===== src/rtl/rsz_pxl_buf.sv =====
// Ping-pong row buffer between the resize compute engine and a valid/ready pixel consumer.
// Rows are captured by one-hot X/Y masks (Y parity picks the bank) and streamed out in column order.
module rsz_pxl_buf #(
   parameter int RSZ_W     = 8,
   parameter int RSZ_H     = 8,
   parameter int COLOR_NUM = 3,
   parameter int COLOR_W   = 8
) (
   input  logic                         Clk,
   input  logic                         Reset,
   input  logic [COLOR_NUM*COLOR_W-1:0] CeRszPxlData,
   input  logic [RSZ_W-1:0]             CeRszPxlXMsk,
   input  logic [RSZ_H-1:0]             CeRszPxlYMsk,
   input  logic                         CeCompVld,
   output logic [COLOR_NUM*COLOR_W-1:0] OutPxlData,
   output logic                         OutVld,
   input  logic                         OutRdy,
   output logic                         OutEol,
   output logic                         OutEoi,
   output logic                         RszImgComp,
   output logic                         BufOvf,
   output logic                         MskErr
);

   localparam int PXL_W = COLOR_NUM * COLOR_W;
   localparam int XW    = (RSZ_W > 1) ? $clog2(RSZ_W) : 1;
   localparam int YW    = $clog2(RSZ_H);
   localparam logic [XW-1:0] LAST_X = XW'(RSZ_W - 1);
   localparam logic [YW-1:0] LAST_Y = YW'(RSZ_H - 1);

   logic [PXL_W-1:0]          bank0_q [RSZ_W];
   logic [PXL_W-1:0]          bank1_q [RSZ_W];
   logic [1:0][RSZ_W-1:0]     wr_msk_q, wr_msk_d;
   logic [1:0]                full_q, full_d;
   logic                      rd_bank_q, rd_bank_d;
   logic [XW-1:0]             rd_x_q, rd_x_d;
   logic [YW-1:0]             rd_row_q, rd_row_d;
   logic                      img_comp_q, img_comp_d;
   logic                      ovf_q, ovf_d;
   logic                      msk_err_q, msk_err_d;

   logic                      x_onehot, y_onehot, wr_ok, wr_en, wr_bank, pop;
   logic [XW-1:0]             wr_x;
   logic [RSZ_W-1:0]          new_msk;
   logic [PXL_W-1:0]          rd_pxl;

   always_comb begin
      x_onehot = (CeRszPxlXMsk != '0) && ((CeRszPxlXMsk & (CeRszPxlXMsk - 1'b1)) == '0);
      y_onehot = (CeRszPxlYMsk != '0) && ((CeRszPxlYMsk & (CeRszPxlYMsk - 1'b1)) == '0);
      wr_x = '0;
      for (int i = 0; i < RSZ_W; i++) begin
         if (CeRszPxlXMsk[i]) wr_x = XW'(i);
      end
      // Odd rows land in bank 1.
      wr_bank = 1'b0;
      for (int i = 1; i < RSZ_H; i += 2) begin
         wr_bank = wr_bank | CeRszPxlYMsk[i];
      end
      wr_ok = CeCompVld && x_onehot && y_onehot;
      wr_en = wr_ok && !full_q[wr_bank];
   end

   always_comb begin
      OutVld     = full_q[rd_bank_q];
      rd_pxl     = rd_bank_q ? bank1_q[rd_x_q] : bank0_q[rd_x_q];
      OutPxlData = OutVld ? rd_pxl : '0;
      OutEol     = OutVld && (rd_x_q == LAST_X);
      OutEoi     = OutEol && (rd_row_q == LAST_Y);
      pop        = OutVld && OutRdy;
      RszImgComp = img_comp_q;
      BufOvf     = ovf_q;
      MskErr     = msk_err_q;
   end

   always_comb begin
      wr_msk_d   = wr_msk_q;
      full_d     = full_q;
      rd_bank_d  = rd_bank_q;
      rd_x_d     = rd_x_q;
      rd_row_d   = rd_row_q;
      new_msk    = '0;
      img_comp_d = pop && OutEoi;
      ovf_d      = ovf_q | (wr_ok && full_q[wr_bank]);
      msk_err_d  = msk_err_q | (CeCompVld && !(x_onehot && y_onehot));

      if (pop) begin
         if (OutEol) begin
            rd_x_d            = '0;
            full_d[rd_bank_q] = 1'b0;
            if (OutEoi) begin
               rd_row_d  = '0;
               rd_bank_d = 1'b0;
            end else begin
               rd_row_d  = rd_row_q + YW'(1);
               rd_bank_d = ~rd_bank_q;
            end
         end else begin
            rd_x_d = rd_x_q + XW'(1);
         end
      end

      // A write can never target the bank being popped: that bank is full, so the write drops.
      if (wr_en) begin
         new_msk = wr_msk_q[wr_bank] | CeRszPxlXMsk;
         if (&new_msk) begin
            full_d[wr_bank]   = 1'b1;
            wr_msk_d[wr_bank] = '0;
         end else begin
            wr_msk_d[wr_bank] = new_msk;
         end
      end
   end

   always_ff @(posedge Clk or negedge Reset) begin
      if (!Reset) begin
         wr_msk_q   <= '0;
         full_q     <= '0;
         rd_bank_q  <= 1'b0;
         rd_x_q     <= '0;
         rd_row_q   <= '0;
         img_comp_q <= 1'b0;
         ovf_q      <= 1'b0;
         msk_err_q  <= 1'b0;
      end else begin
         wr_msk_q   <= wr_msk_d;
         full_q     <= full_d;
         rd_bank_q  <= rd_bank_d;
         rd_x_q     <= rd_x_d;
         rd_row_q   <= rd_row_d;
         img_comp_q <= img_comp_d;
         ovf_q      <= ovf_d;
         msk_err_q  <= msk_err_d;
      end
   end

   always_ff @(posedge Clk) begin
      if (wr_en) begin
         if (wr_bank) bank1_q[wr_x] <= CeRszPxlData;
         else         bank0_q[wr_x] <= CeRszPxlData;
      end
   end

endmodule


===== config.mk =====
export PLATFORM = sky130hd
export DESIGN_NAME = rsz_pxl_buf
export DESIGN_NICKNAME = d
export VERILOG_FILES = /design/src/rtl/rsz_pxl_buf.sv
export SDC_FILE = /design/constraint.sdc
export NUM_CORES = 1
export LEC_CHECK = 0
export ABC_AREA = 1
export ABC_CLOCK_PERIOD_IN_PS = 2150
export CAP_MARGIN = 10
export CORE_MARGIN = 2
export CORE_UTILIZATION = 40
export CTS_CLUSTER_DIAMETER = 40
export DETAILED_ROUTE_END_ITERATION = 6
export GPL_TIMING_DRIVEN = 0
export PLACE_DENSITY = 0.61
export SLEW_MARGIN = 0
export SYNTH_ARGS = -nofsm -noshare
export SYNTH_HDL_FRONTEND = slang
export SYNTH_SLANG_ARGS = --single-unit

===== constraint.sdc =====
create_clock -name Clk -period 2.15 [get_ports Clk]
set_input_delay 0.43 -clock Clk [delete_from_list [all_inputs] [get_ports Clk]]
set_output_delay 0.43 -clock Clk [all_outputs]
set_load 0.05 [all_outputs]

### Wiring by layer, run 1

Only two layers are drawn.
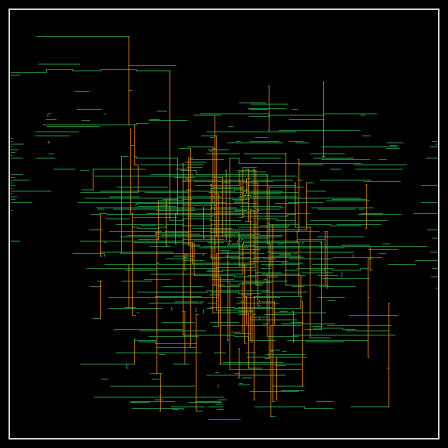
Key: orange = M4 [wire length 2880 um]; green = M3 [wire length 7300 um]

### Sequential cells coloured by netlist name, run 1

The bar under the picture is 50 um long.
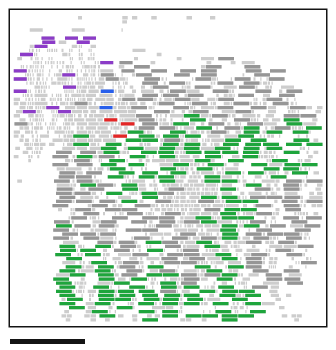
Key: purple = wr_msk_q [flops 16, where north-west]; blue = full_q [flops 2]; green = bank1_q [flops 192]; red = rd_x_q [flops 3]
Another 199 sequential cells are not coloured.
Seq group: 8.92 mW
sequential share of cell area: 52.9%
Flop area: 0.0122 sq mm
Final Util: 55.0%

==> CHANGELOG.md, run 1 <==
### Physical design

* Drt drc at 0
* Max Root-Sink Buffers at 3
* Top cells excl fill/tap: edfxtp_1 (384), nor2_1 (214), o21ai_0 (179)
* CTS Hold Bufs at 0
* RSZ-0062 raised after global routing: true
* Clock latency on the worst-skew pair at 600 ps
* Reg clk slew, reported paths at 60 ps
* Antenna violations before repair at 0
* Critical Setup Path Class: reg -> out
* Synth cell types at 32
* Reg2reg start: rd_x_q[0]
* Power density over the cells at 1270 mW/mm^2
* Clock share of power at 31.5%
* Core footprint at 0.0420 sq mm
* Rel. slew slack at 53.5%
* Logic cell area at 0.00505 sq mm
* Post-DR vias/cell at 5.98
* PortBufs at 73
* Die height at 211 um
* Async SR Flop Fraction at 6.80%
* DP Worst Slack at -1790 ps
* DR pass1 iterations at 6
* Outcome: finished, violations left
* Synth Instances at 1389
* Setup violations, final at 27
* Area leader share at 67.6%
* Slew Limit Fails at 0
* Tot Pwr at 29.4 mW
* Worst-Margin Slew at 695 ps
* Critical path required time at 1720 ps
* Max frequency at 0.327 GHz
* Depth of the CTS H-tree at 2
* Initial DRC Count at 1629
* Pin count of the biggest net entering global routing at 19
* Antenna diode count at 0
* Die width at 211 um
* VDD IR max at 0.669 mV
* Failing checks: negative setup slack
* Floorplan Nets at 1437
* CTS tree: yes
* Area grow syn2layout at 35.6%
* Final setup margin at -907 ps
* Final worst path period need at 3060 ps
* Via count at 13300
* First-pass GRT wire length at 85200 um
### Gate-type map, run 1

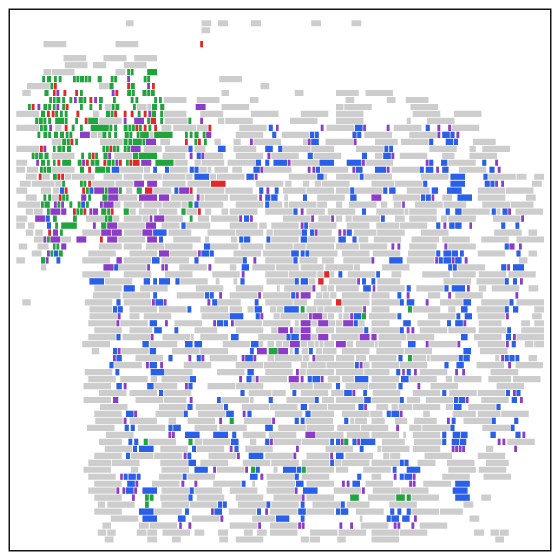
Key: blue = aoi and oai cells [cells 361]; green = nand cells [cells 210, where north-west]; red = inv cells [cells 57, where north-west]; purple = nor cells [cells 270, where widely spread]
most instantiated logic cell after routing: edfxtp_1
Non-Filler Instances: 2218
Comb/total area: 21.8%

### Routing congestion, run 1

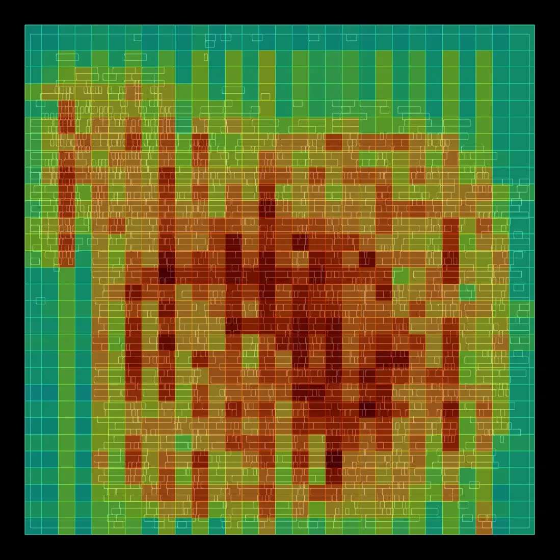
average routed wire per standard cell: 26.7 um
gr busiest metal: met2
met3 Track Usage GR: 6.72%
M2 GR Usage: 40.9%

-- run 1: power by group through the flow --
stage / clock network [mW] / logic [mW] / registers [mW]
detailed placement: 0 / 8.57 / 9.05
global placement: 0 / 8.46 / 9.04
CTS: 9.27 / 10.3 / 8.90
finish: 9.27 / 11.2 / 8.92
global route: 9.62 / 11.6 / 8.92
floorplan: 0 / 5.17 / 9.01
-- run 1: metrics by stage --
step                      cell area, sq um  hold slack [ps]  utilization, %  instances  TNS [ps]
after floorplan                      17500              134               -       1389      -681
after global placement               18900              446            44.9       2001   -500640
after detailed placement             18900              464            45.0       2002   -508540
after CTS                            22800              196            54.2       2200    -18920
after global routing                 23100              253            55.0       2218    -22330
final                                23100              196            55.0       2218    -20610
-- run 1: state kept, by name, indices dropped and copies added (netlist names), 2 cells and up --
name and flops:
bank0_q 192, bank1_q 192, full_q 2, rd_row_q 3, rd_x_q 3, wr_msk_q 16
-- run 1: final timing paths --
| kind | to | slack, ps | depth (start not counted) |
|---|---|---|---|
| max | OutPxlData[15] | -910 | 8 |
| min | wr_msk_q[1] | 200 | 1 |
| max reg2reg | full_q[0] | 110 | 10 |
| min reg2reg | MskErr | 460 | 1 |
| max in group asynchronous | rd_x_q[0] | 1400 | 2 |
| min in group Clk | MskErr | 430 | 6 |
-- run 1: per-layer routing --
layer | global-route usage, % | vias up | share of wire, %
met5 | 0 | - | 0
met4 | 12.8 | 0 | 4.9
met3 | 6.72 | 193 | 12
met2 | 40.9 | 896 | 45
met1 | 35.4 | 6525 | 38
li1 | - | 5658 | -
-- run 1: synthesized netlist by cell type (3+ instances only) --
| cell type | count |
|---|---|
| nand3_2 | 5 |
| clkbuf_1 | 66 |
| nor2_4 | 5 |
| nand3_1 | 68 |
| o211ai_1 | 31 |
| edfxtp_1 | 384 |
| dfrtp_1 | 28 |
| o22ai_1 | 31 |
| nand2_2 | 3 |
| o21ai_0 | 205 |
| nand2_1 | 128 |
| buf_2 | 11 |
| ha_1 | 4 |
| nor2_2 | 5 |
| a21oi_1 | 28 |
| o221ai_1 | 65 |
| buf_1 | 3 |
| nor2_1 | 243 |
| buf_6 | 3 |
| buf_4 | 3 |
| nand2_4 | 3 |
| inv_1 | 54 |
-- run 1: critical path, stage by stage, from the launching register on --
cell and delay, ps:
dfrtp_2 560, buf_8 200, buf_12 140, clkbuf_16 160, o21ai_2 70, o221ai_2 180
o211ai_1 280, a21oi_4 230, buf_6 170
-- run 1: what timing repair did --
action                                  CTS  global route
resized                                 433            97
gates cloned                             19             2
endpoints found under the setup margin  419           398
buffers inserted                         74            16
pin swaps                                62            50
-- run 1: cell families after synthesis --
group | count (synthesis) | share of synthesized area, %
compound gates | 363 | 12.8
fa+ha+maj | 4 | 0.293
buf+inv | 144 | 3.47
flops | 412 | 71.7
simple gates | 466 | 11.7
-- run 1: area by class of cell --
class,instances,share of cell area (%)
clock inverter,46,1.88
timing repair buffer,169,8.66
buffer,87,4.59
clock buffer,59,6.20
sequential,412,52.9
tap,539,2.91
inverter,57,1.06
multi-input combinational,849,21.8
### M4 wires, run 1

The bar under the picture is 50 um long.
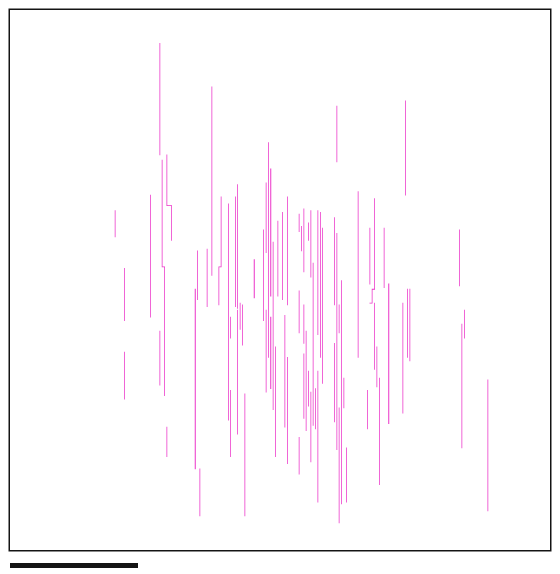

--- run 2 (diff from run 1) ---
--- a/config.mk
+++ b/config.mk
@@ -5,7 +5,6 @@
 export SDC_FILE = /design/constraint.sdc
 export NUM_CORES = 1
 export LEC_CHECK = 0
-export ABC_AREA = 1
 export ABC_CLOCK_PERIOD_IN_PS = 2150
 export CAP_MARGIN = 10
 export CORE_MARGIN = 2
### M4 wires, run 2

The bar under the picture is 50 um long.
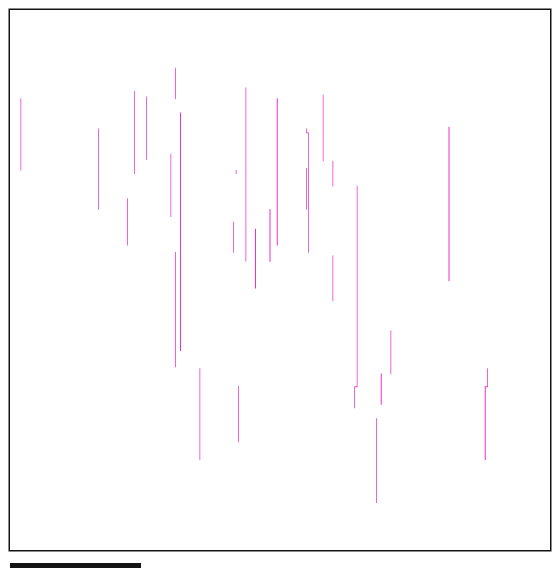
The longest straight run is 90.4 um. 14 nets have wire on it.
via count: 8855
final WL: 43300 um

==> run 2 against run 1 <==
  * The flow still finishes with violations (negative setup slack)
  * Via count decreased by 33%
  * Power fell by 37%
  * Count of clock-buffer cells in the layout increased by 5
  * Sequential share of layout area increased by 2.1 points
  * Clock skew shrank 6.6 ps
  * First-iteration DRC count fell by 40%
  * Critical path type unchanged
  * Largest cell class unchanged
==> CHANGELOG.md, run 2 <==
### Physical design

* Worst setup path endpoint: OutPxlData[21]
* Critical Setup Path Class: reg -> out
* CTS Hold Bufs at 0
* Tot Pwr at 18.4 mW
* VDD IR max at 0.767 mV
* Area grow syn2layout at 37.1%
* Die height at 205 um
* Post-DR vias/cell at 5.62
* Average routed wire per standard cell at 27.5 um
* Drt drc at 0
* Slew Limit Fails at 0
* Count leader, synth: edfxtp_1
* Setup violations, final at 414
* Reg2Reg Depth at 6
* First-pass GRT wire length at 60900 um
* DR pass1 iterations at 6
* Reg-to-reg endpoint: bank1_q[2][8]
* Top cells excl fill/tap: edfxtp_1 (384), mux4_2 (120), buf_6 (66)
* Worst-Margin Slew at 674 ps
* Clock latency on the worst-skew pair at 600 ps
* Final setup margin at -1090 ps
* Most instantiated logic cell after routing: edfxtp_1
* Max Root-Sink Buffers at 3
* Depth of the CTS H-tree at 2
* Core footprint at 0.0399 sq mm
* Final worst path period need at 3240 ps
* DP Cell Count at 1346
* Reg clk slew, reported paths at 60 ps
* Antenna diode count at 0
* Max Used Layer: met5
* Non-Filler Instances at 1577
* Failing checks: negative setup slack
* Floorplan Nets at 787
* Outcome: finished, violations left
* Die width at 205 um
* PortBufs at 68
* RSZ-0062 raised after global routing: true
* CTS tree: yes
* Reg-to-reg slack, setup at 10 ps
* Synth Instances at 739
* Critical path required time at 1720 ps
[run 2: cell types whose count changed after synthesis, moves of 52 or more]
cell | previous run | this run
inv_1 | 54 | 2
nor2_1 | 243 | 30
o221ai_1 | 65 | 1
o21ai_0 | 205 | 11
nand2_1 | 128 | 13
mux4_2 | 0 | 120
nand3_1 | 68 | 4
[run 2: power breakdown]
part | total, mW | internal [mW] | switching, mW
registers | 8.77 | 8.77 | 0.000326
logic | 0.302 | 0.110 | 0.192
clock network | 9.33 | 5.80 | 3.53
total | 18.4 | 14.7 | 3.72
[run 2: how the worst min path moves through the flow]
stage               startpoint           to  slack [ps]  cells after the start
3_5_place_dp            MskErr       MskErr         450                      1
4_1_cts        CeRszPxlXMsk[5]  wr_msk_q[5]         130                      3
2_1_floorplan            Reset       BufOvf         130                      0
3_3_place_gp            MskErr       MskErr         450                      1
5_1_grt        CeRszPxlXMsk[5]  wr_msk_q[5]         160                      3
6_report       CeRszPxlXMsk[5]  wr_msk_q[5]         150                      3
[run 2: repair_timing]
item                       4_1_cts  5_1_grt
pin swaps                       35       20
cloned                          17        9
setup endpoints to repair      432      419
setup buffers                   95       24
gates resized                  330       66
[run 2: cell families after synthesis]
| family | count (synthesis) | synth area share [%] |
|---|---|---|
| AOI/OAI and AO/OA | 48 | 1.99 |
| adders and majority gates | 4 | 0.308 |
| xor gates and xnor gates | 1 | 0.0540 |
| buffers and inverters | 41 | 1.12 |
| and+or+nand+nor | 104 | 3.87 |
| DFF | 412 | 75.4 |
| muxes | 129 | 17.3 |
[run 2: metal layers]
layer	up-vias	global-route usage [%]
li1	3690	-
met1	4737	28.4
met2	357	33.8
met3	69	3.26
met4	2	5.81
met5	-	0
[run 2: cell type report]
cell class	count	area, sq um
fillers	2928	17700
flip-flops and latches	412	12200
multi-input cells	294	4250
repair buffers	206	2760
clock buffers	64	1400
well taps	525	657
clock inverters	36	489
plain buffers	38	450
inverters	2	7.51
[run 2: metrics by stage]
stage                     instance area [sq um]  worst slack, ps  util (%)  hold slack (ps)
after global routing                      22200            -1150      55.7              156
after detailed placement                  18200            -1990      45.6              448
after floorplan                           16600             -972         -              134
after global placement                    17900            -2620      44.9              447
after CTS                                 21900            -1180      54.9              131
final                                     22200            -1090      55.7              152
[run 2: critical path: stages, from the launching register on]
cell and delay, ps:
dfrtp_1 410, buf_8 160, buf_4 160, clkbuf_16 170
mux4_2 500, mux4_2 500, and2_4 170, buf_6 140
### Gate-type map, run 2

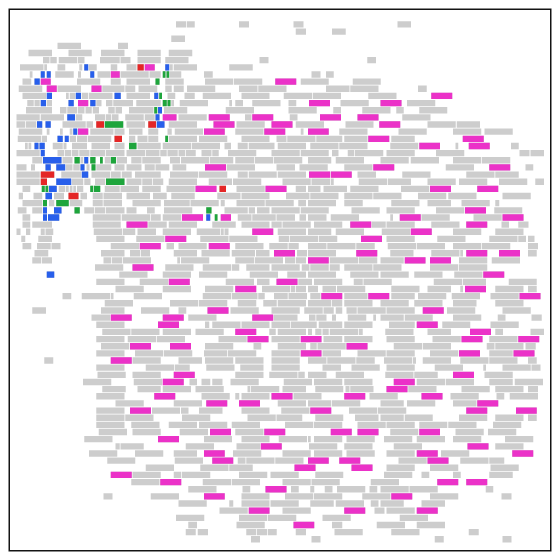

--- run 3 (diff from run 2) ---
--- a/config.mk
+++ b/config.mk
@@ -11,8 +11,10 @@
 export CORE_UTILIZATION = 40
 export CTS_CLUSTER_DIAMETER = 40
 export DETAILED_ROUTE_END_ITERATION = 6
+export GPL_ROUTABILITY_DRIVEN = 0
 export GPL_TIMING_DRIVEN = 0
 export PLACE_DENSITY = 0.61
+export REMOVE_ABC_BUFFERS = 1
 export SLEW_MARGIN = 0
 export SYNTH_ARGS = -nofsm -noshare
 export SYNTH_HDL_FRONTEND = slang
### Gate-type map, run 3

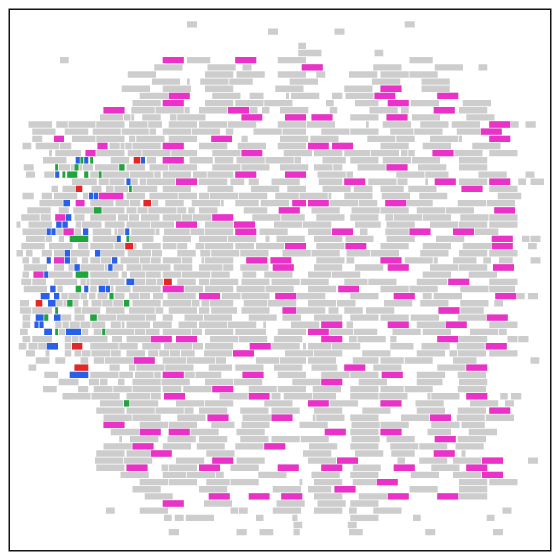
Key: magenta = mux cells [cells 131, where widely spread]; red = non-inverting ao/oa cells [cells 8, where west]; green = nand cells [cells 24, where west]; blue = aoi and oai cells [cells 40, where west]

==> run 3 against run 2 <==
  * The flow still finishes with violations (negative setup slack)
  * Routed wire length increased by 2.9%
  * Combinational power increased by 5%
  * First-iteration DRC count increased by 1.5%
  * Clock power decreased by 8.4%
  * Via count increased by 2.2%
  * Die size unchanged
  * Clock skew increased by 9.0 ps
==> CHANGELOG.md, run 3 <==
### Physical design

* Final setup margin at -1040 ps
* Average routed wire per standard cell at 28.3 um
* Post-DR vias/cell at 5.75
* Reg2reg start: full_q[0]
* Drt drc at 0
* Die height at 205 um
* Setup violations, final at 428
* Failing checks: negative setup slack
* Setup TNS at -142950 ps
* Fillcell total at 2846
* Slew Limit Fails at 0
* Most frequent cells after synthesis: edfxtp_1 (384), mux4_2 (120), nor2_1 (30), dfrtp_1 (28), and2_1 (25)
* Count leader, synth: edfxtp_1
* Largest regs: bank0_q (192), bank1_q (192), wr_msk_q (16)
* VDD IR max at 0.618 mV
* Clock share of power at 48.5%
* Area leader share at 71.1%
* Seq pwr share at 49.7%
* First-pass GRT wire length at 61400 um
* Internal power at 14.0 mW
* Clock latency on the worst-skew pair at 580 ps
* Final worst path period need at 3190 ps
* Worst-Margin Slew at 1230 ps
* Most instantiated logic cell after routing: edfxtp_1
* Non-Filler Instances at 1573
* Synth cell types at 51
* CTS Hold Bufs at 0
* Max Root-Sink Buffers at 3
* PortBufs at 73
* Async SR Flop Fraction at 6.80%
* Depth of the CTS H-tree at 2
* Via count at 9050
* Area grow syn2layout at 38.2%
* Outcome: finished, violations left
* Reg clk slew, reported paths at 60 ps
run 3: cell counts after synthesis:
Identical to the previous run, type by type.
run 3: repair_timing:
item,in CTS,in global routing
gates resized,345,104
gates cloned,16,10
setup buffers,94,42
setup endpoints to repair,440,433
pin swaps,29,33
run 3: layout make-up:
type,instances,area [sq um],share of cell area (%)
sequential,412,12200,54.6
antenna,1,2.50,0.0112
inverter,2,7.51,0.0335
tap,525,657,2.93
clock inverter,38,400,1.79
clock buffer,56,1290,5.78
multi-input combinational,288,4260,19.0
timing repair buffer,251,3550,15.8
run 3: power groups by stage:
stage | Clock [mW] | Combinational (mW) | Sequential (mW)
after global routing | 8.98 | 0.343 | 8.76
after floorplan | 0 | 0.0380 | 8.93
final | 8.55 | 0.317 | 8.76
after detailed placement | 0 | 0.261 | 8.93
after global placement | 0 | 0.240 | 8.93
after CTS | 8.60 | 0.299 | 8.76
run 3: metrics by stage:
stage | total power, mW | instance area (sq um)
final | 17.6 | 22400
after global routing | 18.1 | 22400
after CTS | 17.7 | 21600
after detailed placement | 9.19 | 18200
after global placement | 9.17 | 17400
after floorplan | 8.97 | 16100
run 3: kinds of logic after synthesis:
group	count (synthesis)	share of synthesized area, %
flops	412	75.4
fa+ha+maj	4	0.308
compound gates	48	1.99
mux	129	17.3
simple gates	104	3.87
xor+xnor	1	0.0540
buf+inv	41	1.12
run 3: critical path, cell delays in order (launching register included):
cell	delay, ps
dfrtp_4	480
buf_12	160
buf_12	140
buf_12	140
mux4_2	430
mux4_2	510
and2_4	180
buf_6	140
run 3: per-layer routing:
metal,global-route usage (%),share of wire [%]
met4,7.07,3.5
met1,29.4,42
met5,0,0
met2,32.4,48
met3,3.48,7.0
run 3: path summary, 6_finish.rpt:
path	cells after the start	to	slack, ps
setup / recovery	7	OutPxlData[10]	-1040
hold / removal	3	wr_msk_q[13]	160
setup reg to reg	7	bank0_q[3][22]	-100
hold reg to reg	1	MskErr	470
max in group asynchronous	2	MskErr	1340
min in group asynchronous	1	rd_bank_q	280
Power is estimated from default activity; no workload was simulated.
